**Run 1: met4 routing**

Scale: 4 px per micron. Supply wires on this layer in gray. Cells faint in the background.
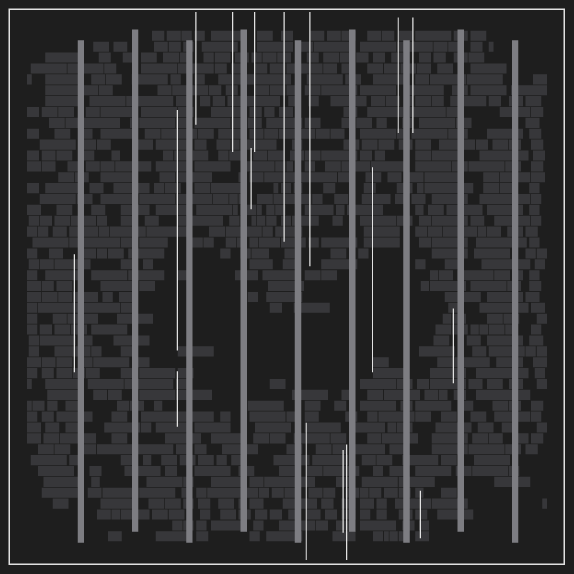
**Run 1: local utilization**

Scale: 3 px per micron. The die is cut into 14 by 14 equal tiles; white is low, dark blue is high, 0 to 100% covered.
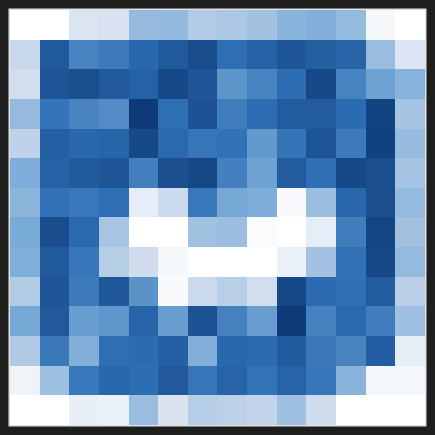
**Run 1: sequential cells colored by netlist name**

Scale: 3 px per micron.
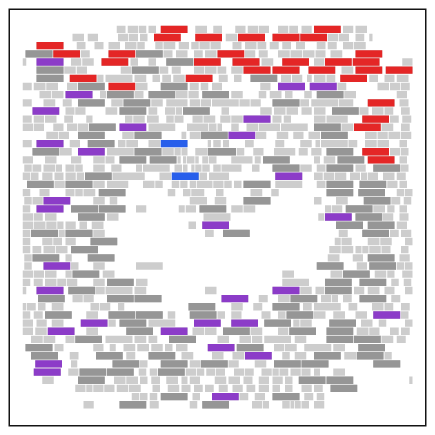
## src/rtl/fetch_pc_stage_pkg.sv

```systemverilog
`default_nettype none
// ============================================================================
// Module      : fetch_pc_stage_pkg
// Description : Shared types and constants for the fetch PC stage: FSM state
//               encoding, fetched-entry record, reset PC default, word-PC
//               width and the word-to-byte address helper.
// Revision    : 1.0 - initial release
// ============================================================================
package fetch_pc_stage_pkg;

    // Word-PC width: byte PC bits [31:2]; the only supported value
    localparam int WORD_PC_W = 30;

    // Byte address of the first fetch after reset
    localparam logic [31:0] RESET_PC_DEFAULT = 32'h0000_0000;

    // Fetch sequencing states
    typedef enum logic [1:0] {
        ST_REQ  = 2'd0,   // request may be presented to instruction memory
        ST_WAIT = 2'd1,   // one granted request, response pending
        ST_KILL = 2'd2    // one granted request whose response must be dropped
    } fetch_state_t;

    // One fetched instruction travelling toward decode
    typedef struct packed {
        logic [31:0] instr;
        logic [31:0] pc;
        logic [31:0] pc4;
    } fetch_entry_t;

    // Convert a word PC into its byte address
    function automatic logic [31:0] word_to_addr(input logic [WORD_PC_W-1:0] word);
        return {word, 2'b00};
    endfunction

endpackage
`default_nettype wire

```

## src/rtl/fetch_skid_buf.sv

```systemverilog
`default_nettype none
// ============================================================================
// Module      : fetch_skid_buf
// Description : One-entry skid buffer sitting behind the fetch output
//               register. Absorbs a response that arrives while decode is
//               stalled; flush discards the entry.
// Revision    : 1.0 - initial release
// ============================================================================
module fetch_skid_buf
    import fetch_pc_stage_pkg::*;
(
    input  logic         clk,
    input  logic         rst_n,
    input  logic         flush,
    input  logic         push,
    input  fetch_entry_t push_data,
    input  logic         pop,
    output logic         valid,
    output fetch_entry_t data
);

    logic         r_valid;
    fetch_entry_t r_data;

    // Occupancy: flush wins, a push refills even when popping the same cycle
    always_ff @(posedge clk or negedge rst_n) begin
        if (!rst_n) begin
            r_valid <= 1'b0;
        end else if (flush) begin
            r_valid <= 1'b0;
        end else if (push) begin
            r_valid <= 1'b1;
        end else if (pop) begin
            r_valid <= 1'b0;
        end
    end

    // Payload is only loaded on push; its contents are don't-care when empty
    always_ff @(posedge clk or negedge rst_n) begin
        if (!rst_n) begin
            r_data <= '0;
        end else if (push && !flush) begin
            r_data <= push_data;
        end
    end

    assign valid = r_valid;
    assign data  = r_data;

endmodule
`default_nettype wire

```

## src/rtl/fetch_pc_stage.sv

```systemverilog
`default_nettype none
// ============================================================================
// Module      : fetch_pc_stage
// Description : Instruction fetch PC stage. Keeps the word PC, issues one
//               instruction-memory request at a time, captures the response
//               into a decode-facing output register and handles redirects
//               (discarding an in-flight response when needed). The word-PC
//               incrementer lives outside this block.
//               Build option: define FETCH_SKID_BUF_EN to add a one-entry skid
//               buffer behind the output register so fetching can continue
//               one instruction ahead of a stalled decode stage.
// Revision    : 1.0 - initial release
// ============================================================================
module fetch_pc_stage
    import fetch_pc_stage_pkg::*;
#(
    parameter logic [31:0] RESET_PC = RESET_PC_DEFAULT,
    parameter int          N        = WORD_PC_W      // only 30 is supported
) (
    input  logic          clk,
    input  logic          rst_n,
    // external word-PC incrementer
    output logic [N-1:0]  inc_pc_o,
    input  logic [N-1:0]  inc_res_i,
    // instruction memory
    output logic          imem_req_o,
    output logic [31:0]   imem_addr_o,
    input  logic          imem_gnt_i,
    input  logic          imem_rvalid_i,
    input  logic [31:0]   imem_rdata_i,
    // redirect from execute
    input  logic          redirect_i,
    input  logic [31:0]   redirect_pc_i,
    // decode interface
    output logic          id_valid_o,
    input  logic          id_ready_i,
    output logic [31:0]   id_instr_o,
    output logic [31:0]   id_pc_o,
    output logic [31:0]   id_pc4_o
);

    fetch_state_t  r_state;
    logic [N-1:0]  r_pc_word;
    logic          r_req_hold;      // request shown last cycle, not yet granted
    logic [31:0]   r_pend_pc;       // address of the outstanding request
    logic [31:0]   r_pend_pc4;      // that address + 4, taken from the incrementer
    logic          r_id_valid;
    fetch_entry_t  r_id_entry;

    logic          w_room;          // a new request's response will have a slot
    logic          w_out_free;      // output register empties (or is empty) this cycle
    logic          w_resp;          // a live response is accepted this cycle
    logic          w_issue_gnt;     // request handed to memory this cycle
    logic          w_skid_valid;
    fetch_entry_t  w_skid_data;
    fetch_entry_t  w_resp_entry;
    logic          w_unused_low_bits;

    // Redirect targets are word aligned; the low bits carry no information
    assign w_unused_low_bits = ^redirect_pc_i[1:0];

    assign w_out_free   = !r_id_valid || id_ready_i;
    assign w_resp       = (r_state == ST_WAIT) && imem_rvalid_i && !redirect_i;
    assign w_resp_entry = '{instr: imem_rdata_i, pc: r_pend_pc, pc4: r_pend_pc4};

    // A request, once shown, stays up until granted; a new one is only raised
    // when its response is guaranteed somewhere to land. Gated by rst_n so the
    // request is low throughout reset and rises in the first cycle after it.
    assign imem_req_o  = rst_n && (r_state == ST_REQ) && (r_req_hold || w_room);
    assign w_issue_gnt = imem_req_o && imem_gnt_i;

    assign inc_pc_o    = r_pc_word;
    assign imem_addr_o = word_to_addr(r_pc_word);

`ifdef FETCH_SKID_BUF_EN
    logic w_skid_push;
    logic w_skid_pop;

    // Requests stop only when output register and skid entry both stay full
    assign w_room      = !(r_id_valid && w_skid_valid && !id_ready_i);
    // A response goes to the skid entry when the output register is busy
    // next cycle (stalled, or being refilled from the skid entry)
    assign w_skid_push = w_resp && (!w_out_free || w_skid_valid);
    assign w_skid_pop  = !redirect_i && w_out_free && w_skid_valid;

    fetch_skid_buf u_skid_buf (
        .clk       (clk),
        .rst_n     (rst_n),
        .flush     (redirect_i),
        .push      (w_skid_push),
        .push_data (w_resp_entry),
        .pop       (w_skid_pop),
        .valid     (w_skid_valid),
        .data      (w_skid_data)
    );
`else
    // Single output slot: no request while decode holds a stalled instruction
    assign w_room       = !(r_id_valid && !id_ready_i);
    assign w_skid_valid = 1'b0;
    assign w_skid_data  = '0;
`endif

    // Fetch sequencing: PC, request bookkeeping and discard of stale responses
    always_ff @(posedge clk or negedge rst_n) begin
        if (!rst_n) begin
            r_state    <= ST_REQ;
            r_pc_word  <= RESET_PC[N+1:2];
            r_req_hold <= 1'b0;
            r_pend_pc  <= '0;
            r_pend_pc4 <= '0;
        end else begin
            r_req_hold <= imem_req_o && !imem_gnt_i && !redirect_i;
            if (redirect_i) begin
                // Redirect beats the increment; a granted request with no
                // response yet (including one granted right now) is killed
                r_pc_word <= redirect_pc_i[N+1:2];
                case (r_state)
                    ST_REQ:  r_state <= w_issue_gnt ? ST_KILL : ST_REQ;
                    default: r_state <= imem_rvalid_i ? ST_REQ : ST_KILL;
                endcase
            end else begin
                case (r_state)
                    ST_REQ: begin
                        if (w_issue_gnt) begin
                            r_pc_word  <= inc_res_i;
                            r_pend_pc  <= word_to_addr(r_pc_word);
                            r_pend_pc4 <= {inc_res_i, 2'b00};
                            r_state    <= ST_WAIT;
                        end
                    end
                    ST_WAIT: begin
                        if (imem_rvalid_i) begin
                            r_state <= ST_REQ;
                        end
                    end
                    ST_KILL: begin
                        if (imem_rvalid_i) begin
                            r_state <= ST_REQ;
                        end
                    end
                    default: r_state <= ST_REQ;
                endcase
            end
        end
    end

    // Decode-facing output register: refill from skid first, then from memory
    always_ff @(posedge clk or negedge rst_n) begin
        if (!rst_n) begin
            r_id_valid <= 1'b0;
            r_id_entry <= '0;
        end else if (redirect_i) begin
            r_id_valid <= 1'b0;
        end else if (w_out_free) begin
            if (w_skid_valid) begin
                r_id_valid <= 1'b1;
                r_id_entry <= w_skid_data;
            end else if (w_resp) begin
                r_id_valid <= 1'b1;
                r_id_entry <= w_resp_entry;
            end else begin
                r_id_valid <= 1'b0;
            end
        end
    end

    assign id_valid_o = r_id_valid;
    assign id_instr_o = r_id_entry.instr;
    assign id_pc_o    = r_id_entry.pc;
    assign id_pc4_o   = r_id_entry.pc4;

endmodule
`default_nettype wire

```

## config.mk

```make
export PLATFORM = sky130hd
export DESIGN_NAME = fetch_pc_stage
export DESIGN_NICKNAME = d
export VERILOG_FILES = /design/src/rtl/fetch_pc_stage_pkg.sv /design/src/rtl/fetch_skid_buf.sv /design/src/rtl/fetch_pc_stage.sv
export SDC_FILE = /design/constraint.sdc
export NUM_CORES = 1
export LEC_CHECK = 0
export CAP_MARGIN = 40
export CORE_MARGIN = 4
export CORE_UTILIZATION = 46
export CTS_CLUSTER_DIAMETER = 80
export DETAILED_ROUTE_END_ITERATION = 10
export PLACE_DENSITY = 0.82
export SYNTH_ARGS = -nofsm -noshare
export SYNTH_HDL_FRONTEND = slang
export SYNTH_HIERARCHICAL = 1
export SYNTH_SLANG_ARGS = --single-unit
```

## constraint.sdc

```tcl
create_clock -name clk -period 1.9 [get_ports clk]
set_input_delay 0.38 -clock clk [delete_from_list [all_inputs] [get_ports clk]]
set_output_delay 0.38 -clock clk [all_outputs]
set_load 0.05 [all_outputs]
```

==> results.sh, run 1 <==
# flow metrics
export IMPL_run_status="finished with violations"
export IMPL_failed_checks="setup timing"
export IMPL_total_clock_buffers_created_by_cts=17
export IMPL_h_tree_depth=4
export IMPL_dp_hpwl_microns=13760
export IMPL_arrival_ps=1520
export IMPL_grt_setup_unrepaired="true"
export IMPL_postSynth_topFlopCell="sky130_fd_sc_hd__dfrtp_1"
export IMPL_antenna_found_initial=1
export IMPL_clock_latency_ps=420
export IMPL_setup_viol_count_final=1
export IMPL_via_per_inst=5.312
export IMPL_timing_hold_violations_final=0
export IMPL_final_antenna_net_count=0
export IMPL_ctsLongestPathBuffers=2
export IMPL_setup_ws_ps=-0.8860
export IMPL_ys_cells=527
export IMPL_cts_num_sinks=186
export IMPL_rr_startpoint="r_state[1]$_DFFE_PN0P_"
export IMPL_critical_path_max_stage_delay_ps=420
export IMPL_dieHeight_microns=138.4
export IMPL_worst_setup_path_type="register to output pin"
export IMPL_instances_no_fill=990
export IMPL_total_leakage_power_uw=0.004940
export IMPL_synth_largest_type_area_fraction=0.5953
export IMPL_drtIter0Drc=232
export IMPL_vdd_ir_drop_max_mv=0.9681
export IMPL_netlist_instances=527
export IMPL_via_count_of_the_first_global_routing_pass=5631
export IMPL_ff2ff_path_depth=7
export IMPL_slew_violations=0
export IMPL_count_of_warning_messages_emitted_by_the_tools=33
export IMPL_grt_remaining_overflow=0
export IMPL_post_synth_top_count_cell="sky130_fd_sc_hd__dfrtp_1"
export IMPL_design_die_area_sq_um=19150
export IMPL_crit_path_start_kind="register"
export IMPL_timing_slew_headroom=0.4118
export IMPL_port_buffer_count=251
export IMPL_dpl_instance_area_sq_um=10180
export IMPL_cts_hold_repair_buffers=0
export IMPL_worstMarginPinSlew_ps=882.3
export IMPL_row_count=47
export IMPL_route_detailed_drc=0
export IMPL_wl_microns=19440
Notes on 'met4 routing' above:
share of all routed wire: 2.9%
nets with wire on the layer: 15
wire length on this layer: 556 microns
longest straight run: 63.2 microns
main direction: vertical

Notes on 'local utilization' above:
mean over tiles: 55%
emptiest ninth of the die: middle
fullest tile: 96%

Notes on 'sequential cells colored by netlist name' above:
legend:
  blue:
    netlist_name: `r_state`
    placed_flops: 2
  red:
    netlist_name: `id_instr_o`
    placed_flops: 32
    where: a band across the top
  purple:
    netlist_name: `r_pend_pc4`
    placed_flops: 30
not colored: 122
Register Area: 4656 sq um
flip-flop and latch power: 6520 uW
final core utilization: 0.6448
sequential portion of the cell area: 0.4338

## run 1: cell usage in the layout, fill, tap and decap left out, types with 2 or more instances in the layout
cell                              Yosys  routed
sky130_fd_sc_hd__dfrtp_1            186     185
sky130_fd_sc_hd__mux2_2             136     136
sky130_fd_sc_hd__buf_4               44     102
sky130_fd_sc_hd__clkdlybuf4s50_1      0      95
sky130_fd_sc_hd__dlygate4sd2_1        0      71
sky130_fd_sc_hd__nor2b_1             32      32
sky130_fd_sc_hd__nor4b_1             30      30
sky130_fd_sc_hd__a221o_1             30      30
sky130_fd_sc_hd__clkbuf_16            0      17
sky130_fd_sc_hd__mux2_1              16      16
sky130_fd_sc_hd__buf_12               0       7
sky130_fd_sc_hd__conb_1               1       6
sky130_fd_sc_hd__inv_6                0       6
sky130_fd_sc_hd__inv_8                0       3
sky130_fd_sc_hd__inv_2                0       2
sky130_fd_sc_hd__nor3b_4              1       2
sky130_fd_sc_hd__nand2_1              3       2
sky130_fd_sc_hd__o211ai_1             2       2
sky130_fd_sc_hd__a21oi_1              2       2
sky130_fd_sc_hd__clkinv_4             0       2
sky130_fd_sc_hd__clkinv_2             0       2
## run 1: timing repair
action	CTS	global route
gates resized	78	3
setup buffers	1	2
gates cloned	0	0
setup endpoints to repair	72	2
pin swaps	4	0
## run 1: worst max-delay path: cells and delay by family, from the launching register on
kind	cells	cell delay, ps
flip-flops	1	420
adder cells (fa/ha/maj)	1	150
buffers and inverters	3	360
AND/OR/NAND/NOR	2	160
## run 1: worst max-delay path by stage
| stage | slack [ps] | to |
|---|---|---|
| final | -0.9 | imem_req_o |
| after global routing | -30 | imem_req_o |
| after CTS | -30 | imem_req_o |
| after detailed placement | -250 | id_instr_o[20]$_DFFE_PN0P_ |
| after global placement | -190 | imem_req_o |
| after floorplan | 100 | imem_req_o |
## run 1: where the power goes
part           switching, uW  internal [uW]  total (uW)
logic                   5500           2850        8350
registers                910           5610        6520
clock network           1620           1860        3480
total                   8030          10300       18400
## run 1: cell families (layout without fill, tap and decap cells)
group,count (synthesis),count (layout),synth area share
AOI/OAI and AO/OA,36,36,0.04321
adders and majority gates,2,2,0.003200
buffers and inverters,75,312,0.06673
DFF,186,186,0.5953
muxes,152,152,0.2189
other,1,7,0.0004796
and+or+nand+nor,75,75,0.07217
## run 1: state kept, by name (all words and copies together), names as in the netlist
name,cells
id_instr_o,32
id_pc4_o,30
inc_pc_o,30
r_req_hold,1
r_state,2
r_pend_pc,30
id_valid_o,1
id_pc_o,30
r_pend_pc4,30
## run 1: final cells by class
| class | instances | area (sq um) |
|---|---|---|
| inverter | 2 | 7.507 |
| timing repair buffer | 278 | 2519 |
| sequential | 186 | 4656 |
| clock buffer | 17 | 425.4 |
| antenna | 1 | 2.502 |
| fill | 1224 | 5911 |
| multi-input combinational | 271 | 2695 |
| tap | 220 | 275.3 |
| clock inverter | 15 | 151.4 |
## run 1: routing by layer
| metal | wire length (microns) | GRT usage | up-vias |
|---|---|---|---|
| li1 | - | - | 2339 |
| met1 | 7789 | 0.2477 | 2669 |
| met2 | 9919 | 0.3407 | 210 |
| met3 | 1174 | 0.04972 | 41 |
| met4 | 556 | 0.08476 | 0 |
| met5 | 0 | 0 | - |
==> run 2, diff against run 1 <==
- GPL_ROUTABILITY_DRIVEN: not set -> 0
**Run 2: met4 routing**

Scale: 4 px per micron. Supply wires on this layer in gray. Cells faint in the background.
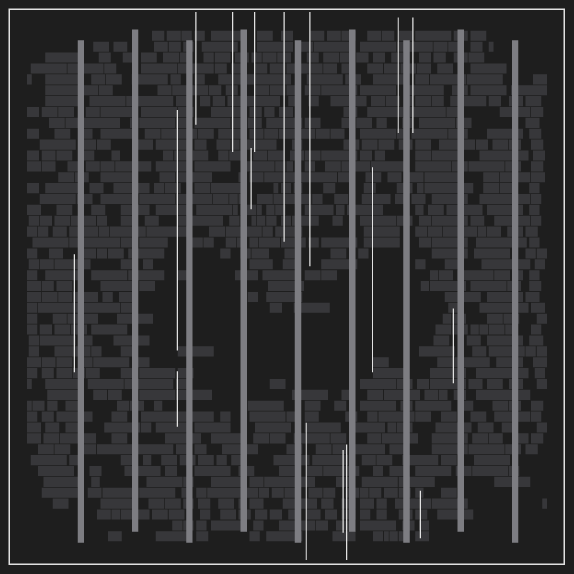
longest straight run: 63.2 microns
nets with wire on the layer: 15
share of all routed wire: 2.9%
wire length on this layer: 556 microns
total number of vias: 5259
Final Routed Wirelength: 19440 microns

**Run 2: clock nets**

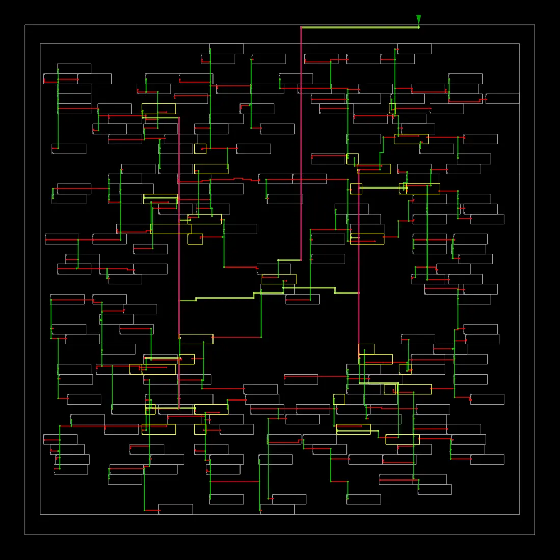
worst clock skew: 4.287 ps
Clock group: 3480 uW

**Run 2: local utilization**

Scale: 3 px per micron. The die is cut into 14 by 14 equal tiles; white is low, dark blue is high, 0 to 100% covered.
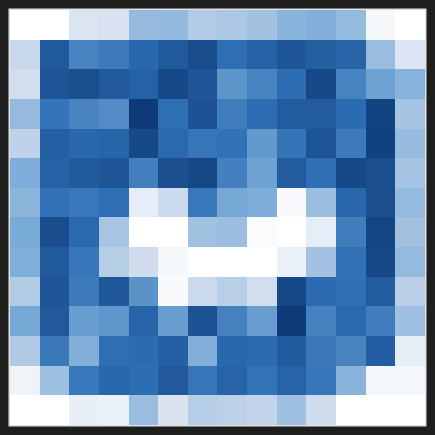
densest ninth of the die: top middle
emptiest ninth of the die: middle
nearly empty tiles: 7.1%
tiles over 75% full: 34%
fullest tile: 96%
Core Footprint: 16640 sq um
Core Density at Floorplan: 0.4698

==> run 2 against run 1 <==
Net effect:
- the run still ends with setup timing left
- sequential power barely moved
- combinational power barely moved
- clock-buffer cell count did not move
- clock skew did not move
- via count did not move
- worst hold slack did not move
- global-route usage did not move
- synthesized cell count did not move
- setup slack did not move
- sequential cell count did not move
- core utilization did not move
- critical path depth did not move
==> results.sh, run 2 <==
# flow metrics
export IMPL_ys_cells=527
export IMPL_drtIter0Drc=232
export IMPL_total_clock_buffers_created_by_cts=17
export IMPL_cts_num_sinks=186
export IMPL_via_count_of_the_first_global_routing_pass=5631
export IMPL_ctsLongestPathBuffers=2
export IMPL_design_die_area_sq_um=19150
export IMPL_worst_setup_path_type="register to output pin"
export IMPL_grt_setup_unrepaired="true"
export IMPL_postSynth_topFlopCell="sky130_fd_sc_hd__dfrtp_1"
export IMPL_worstMarginPinSlew_ps=882.3
export IMPL_vdd_ir_drop_max_mv=0.9681
export IMPL_crit_path_start_kind="register"
export IMPL_netlist_instances=527
export IMPL_timing_hold_violations_final=0
export IMPL_port_buffer_count=251
export IMPL_arrival_ps=1520
export IMPL_setup_ws_ps=-0.8860
export IMPL_max_reg_flops=32
export IMPL_row_count=47
export IMPL_timing_slew_headroom=0.4118
export IMPL_failed_checks="setup timing"
export IMPL_grt_remaining_overflow=0
export IMPL_total_leakage_power_uw=0.004940
export IMPL_synth_largest_type_area_fraction=0.5953
export IMPL_final_core_util=0.6448
export IMPL_post_synth_top_count_cell="sky130_fd_sc_hd__dfrtp_1"
export IMPL_clock_latency_ps=420
export IMPL_h_tree_depth=4
export IMPL_setup_viol_count_final=1
export IMPL_dp_hpwl_microns=13760
export IMPL_critical_path_max_stage_delay_ps=420
export IMPL_run_status="finished with violations"
==> run 2: cell counts in the layout (fill, tap and decap cells not counted) <==
Identical to the previous run, type by type.
==> run 2: final cells by class <==
cell class                      count  area, sq um
Tap cell                          220        275.3
Fill cell                        1224         5911
Antenna cell                        1        2.502
Inverter                            2        7.507
Clock inverter                     15        151.4
Clock buffer                       17        425.4
Sequential cell                   186         4656
Timing Repair Buffer              278         2519
Multi-Input combinational cell    271         2695
==> run 2: power by group <==
group | internal (uW) | total (uW) | switching (uW)
Clock | 1860 | 3480 | 1620
Combinational | 2850 | 8350 | 5500
Sequential | 5610 | 6520 | 910
Total | 10300 | 18400 | 8030
==> run 2: logic make-up after synthesis <==
family                     share of synthesized area
muxes                                         0.2189
and+or+nand+nor                              0.07217
adders and majority gates                   0.003200
other                                      0.0004796
AOI/OAI and AO/OA                            0.04321
buffers and inverters                        0.06673
DFF                                           0.5953
==> run 2: worst paths after layout <==
check / startpoint / to / slack [ps] / cells past startpoint
max in group asynchronous: rst_n / id_valid_o$_DFFE_PN0P_ / 1060 / 2
setup / recovery: r_state[0]$_DFFE_PN0P_ / imem_req_o / -0.9 / 6
hold reg to reg: id_pc_o[20]$_DFFE_PN0P_ / id_pc_o[20]$_DFFE_PN0P_ / 490 / 1
hold / removal: rst_n / r_pend_pc[3]$_DFFE_PN0P_ / 100 / 2
min in group clk: rst_n / r_req_hold$_DFF_PN0_ / 280 / 3
setup reg to reg: r_state[1]$_DFFE_PN0P_ / id_pc_o[14]$_DFFE_PN0P_ / 70 / 7
==> run 2: stage by stage <==
step                      hold slack (ps)  std cells  cell area, sq um
after floorplan                     84.41        532              7841
after global placement              462.4        954             10180
after detailed placement            472.9        954             10180
after CTS                           111.4        987             10700
after global routing                132.6        990             10730
final                               97.17        990             10730
==> run 2: layer usage <==
layer / share of wire / up-vias / GRT usage
li1: - / 2339 / -
met1: 0.40 / 2669 / 0.2477
met2: 0.51 / 210 / 0.3407
met3: 0.060 / 41 / 0.04972
met4: 0.029 / 0 / 0.08476
met5: 0 / - / 0
==> run 2: what timing repair did <==
item	4_1_cts	5_1_grt
pin swaps	4	0
buffers inserted	1	2
resized	78	3
endpoints found under the setup margin	72	2
hold buffers	0	0
==> run 2: worst max-delay path: cells and delay by family, from the launching register on <==
kind | cells | cell delay, ps
buf+inv | 3 | 360
flops | 1 | 420
fa+ha+maj | 1 | 150
simple gates | 2 | 160
==> run 3, diff against run 2 <==
- CORE_UTILIZATION: 46 -> 45
- CTS_BUF_LIST: not set -> sky130_fd_sc_hd__clkbuf_16
- DONT_BUFFER_PORTS: not set -> 1
- PLACE_DENSITY: 0.82 -> 0.62
**Run 3: clock nets**

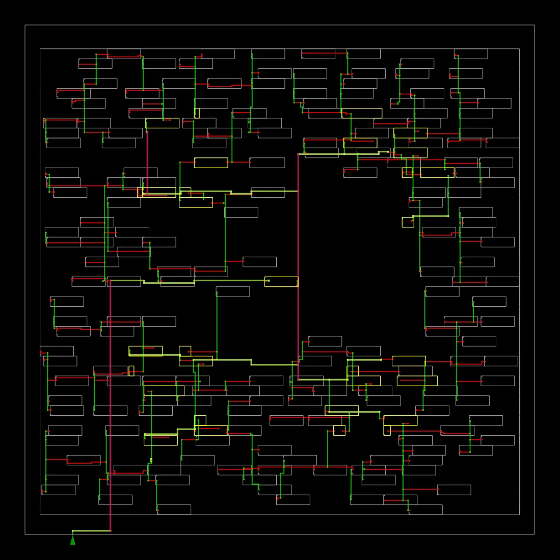
number of clock sinks: 186
worst clock skew: 6.858 ps
flip-flops: 186
total of clock buffers placed in the layout: 17

**Run 3: local utilization**

Scale: 3 px per micron. The die is cut into 14 by 14 equal tiles; white is low, dark blue is high, 0 to 100% covered.
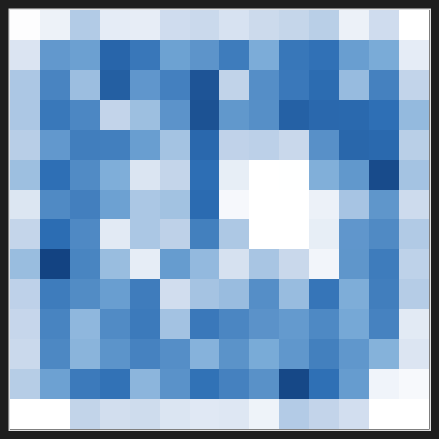
nearly empty tiles: 6.1%
tiles over 75% full: 8.7%
mean over tiles: 44%
Core Density at Floorplan: 0.4649
final core utilization: 0.5301
Core Footprint: 16820 sq um

**Run 3: met4 routing**

Scale: 4 px per micron. Supply wires on this layer in gray. Cells faint in the background.
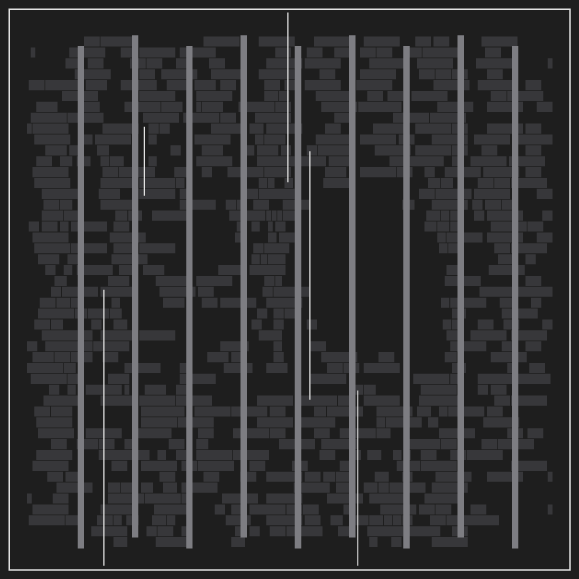
nets with wire on the layer: 4
longest straight run: 68.7 microns
wire length on this layer: 233 microns
main direction: vertical

==> run 3 against run 2 <==
Net effect:
- the run ends with hold timing left
- design area down 17%
- via count down 18%
- cell count down 22%
==> results.sh, run 3 <==
# flow metrics
export IMPL_h_tree_depth=4
export IMPL_layout_top_cell="sky130_fd_sc_hd__dfrtp_1"
export IMPL_grtUsageMet2=0.2856
export IMPL_synth_largest_type_area_fraction=0.5953
export IMPL_timing_slew_headroom=0.6047
export IMPL_fillerInstances=1443
export IMPL_proportion_of_synthesized_area_in_mux_cells=0.2189
export IMPL_grt_setup_unrepaired="true"
export IMPL_drtIter0Drc=175
export IMPL_count_of_warning_messages_emitted_by_the_tools=35
export IMPL_biggest_combinational_cell_group_after_synthesis="multiplexers"
export IMPL_synth_cellmix_xorXnorShare=0
export IMPL_dieHeight_microns=139.8
export IMPL_route_met2_wl_microns=8569
export IMPL_design_die_area_sq_um=19550
export IMPL_timing_reg2reg_setup_slack_ps=10
export IMPL_port_buffer_count=0
export IMPL_synth_cellmix_simpleShare=0.07217
export IMPL_most_utilized_layer_in_the_global_route_result="met2"
export IMPL_arrival_ps=2190
export IMPL_clock_latency_ps=420
export IMPL_total_leakage_power_uw=0.003927
export IMPL_hold_ws_ps=-343.7
export IMPL_failed_checks="hold timing"
export IMPL_gr_usage_met3=0.06346
export IMPL_setup_viol_count_final=0
export IMPL_grtUsageMet1=0.2173
export IMPL_final_antenna_net_count=0
export IMPL_post_synth_top_count_cell="sky130_fd_sc_hd__dfrtp_1"
export IMPL_slew_violations=0
export IMPL_routed_top_layer="met4"
export IMPL_design_area_sq_um=8915
export IMPL_antenna_found_initial=0
export IMPL_antenna_diode_count=0
export IMPL_crit_path_start_kind="register"
export IMPL_row_count=47
export IMPL_met3_wirelength_microns=1333
export IMPL_worst_setup_path_type="register to register"
export IMPL_vdd_ir_drop_max_mv=0.7814
export IMPL_timing_hold_violations_final=186
export IMPL_via_count_of_the_first_global_routing_pass=4718
export IMPL_route_detailed_drc=0
export IMPL_postSynth_topFlopCell="sky130_fd_sc_hd__dfrtp_1"
export IMPL_max_reg_flops=32
export IMPL_via_per_inst=5.575
export IMPL_via_count=4287
export IMPL_run_status="finished with violations"
-- run 3: cell count changes in the layout (fill, tap and decap cells not counted), moves of 2 or more --
cell,before,now
sky130_fd_sc_hd__buf_12,7,5
sky130_fd_sc_hd__buf_4,102,42
sky130_fd_sc_hd__buf_6,1,6
sky130_fd_sc_hd__buf_8,1,3
sky130_fd_sc_hd__bufinv_16,1,3
sky130_fd_sc_hd__clkbuf_16,17,19
sky130_fd_sc_hd__clkdlybuf4s50_1,95,0
sky130_fd_sc_hd__clkinv_1,0,3
sky130_fd_sc_hd__clkinv_4,2,0
sky130_fd_sc_hd__dlygate4sd2_1,71,0
sky130_fd_sc_hd__inv_8,3,0
sky130_fd_sc_hd__mux2_2,136,111
sky130_fd_sc_hd__mux2_4,0,25
-- run 3: metrics by stage --
step           setup TNS, ps  hold WS (ps)  std cells
2_1_floorplan              0         84.41        532
3_3_place_gp               0         89.31        730
3_5_place_dp               0         88.35        730
4_1_cts               -5.162        -374.2        765
5_1_grt                -1185        -378.6        769
6_report                   0        -343.7        769
-- run 3: area by class of cell --
cell class / count / share of cell area
clock inverters: 14 / 0.01867
flip-flops and latches: 186 / 0.5222
multi-input cells: 271 / 0.3137
repair buffers: 59 / 0.06596
inverters: 2 / 0.0008421
well taps: 220 / 0.03088
clock buffers: 17 / 0.04772
-- run 3: what timing repair did --
| item | in CTS | in global routing |
|---|---|---|
| pin swaps | 2 | 4 |
| endpoints found under the hold margin | 187 | 186 |
| setup endpoints to repair | 1 | 62 |
| buffers inserted | 3 | 1 |
| gates resized | 8 | 36 |
| cloned | 0 | 3 |
-- run 3: power breakdown --
| part | switching, uW | internal, uW |
|---|---|---|
| Clock | 1500 | 2070 |
| Combinational | 1680 | 1860 |
| Sequential | 4310 | 5550 |
| Total | 7490 | 9480 |
-- run 3: logic make-up after synthesis --
kind of cell	count (synthesis)
and+or+nand+nor	75
buffers and inverters	75
adders and majority gates	2
other	1
muxes	152
AOI/OAI and AO/OA	36
DFF	186
-- run 3: worst max-delay path, stage by stage, from the launching register on --
cell                        delay (ps)
sky130_fd_sc_hd__dfrtp_1           410
sky130_fd_sc_hd__inv_2              80
sky130_fd_sc_hd__ha_4              140
sky130_fd_sc_hd__buf_6             100
sky130_fd_sc_hd__nand3_4            90
sky130_fd_sc_hd__nor3_4            290
sky130_fd_sc_hd__buf_6             200
sky130_fd_sc_hd__clkbuf_16         170
sky130_fd_sc_hd__mux2_4            300
-- run 3: worst max-delay path by stage --
stage / endpoint / start / depth (start not counted)
2_1_floorplan: imem_req_o / id_valid_o$_DFFE_PN0P_ / 3
3_3_place_gp: r_pend_pc4[18]$_DFFE_PN0P_ / r_state[0]$_DFFE_PN0P_ / 6
3_5_place_dp: r_pend_pc[16]$_DFFE_PN0P_ / r_state[0]$_DFFE_PN0P_ / 6
4_1_cts: imem_req_o / r_state[0]$_DFFE_PN0P_ / 6
5_1_grt: r_pend_pc4[2]$_DFFE_PN0P_ / r_state[0]$_DFFE_PN0P_ / 8
6_report: r_pend_pc[28]$_DFFE_PN0P_ / r_state[0]$_DFFE_PN0P_ / 8

==> layout pictures side by side <==
Signal wires by layer.
Scale: 3 px per micron.
panel A
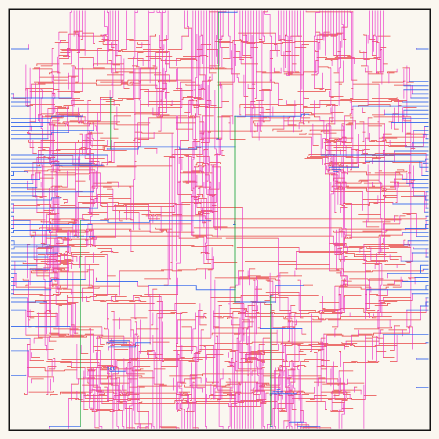
panel B
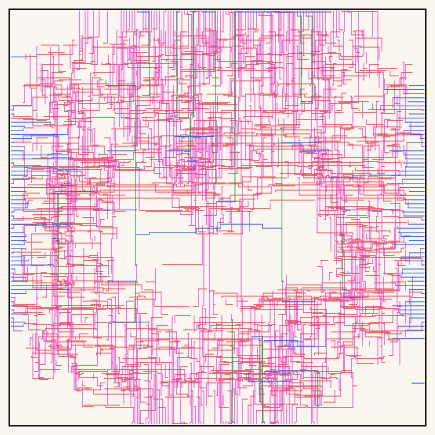
| picture | from |
|---|---|
| panel A | run 3 |
| panel B | run 2 |

Key to panel A:
legend:
  magenta:
    layer: metal 2
    wire_length: 8570 microns
  blue:
    layer: metal 3
    wire_length: 1330 microns
  red:
    layer: metal 1
    wire_length: 7130 microns
  green:
    layer: metal 4
    wire_length: 233 microns

No activity file was given, so power comes from the tool's default toggle rates.
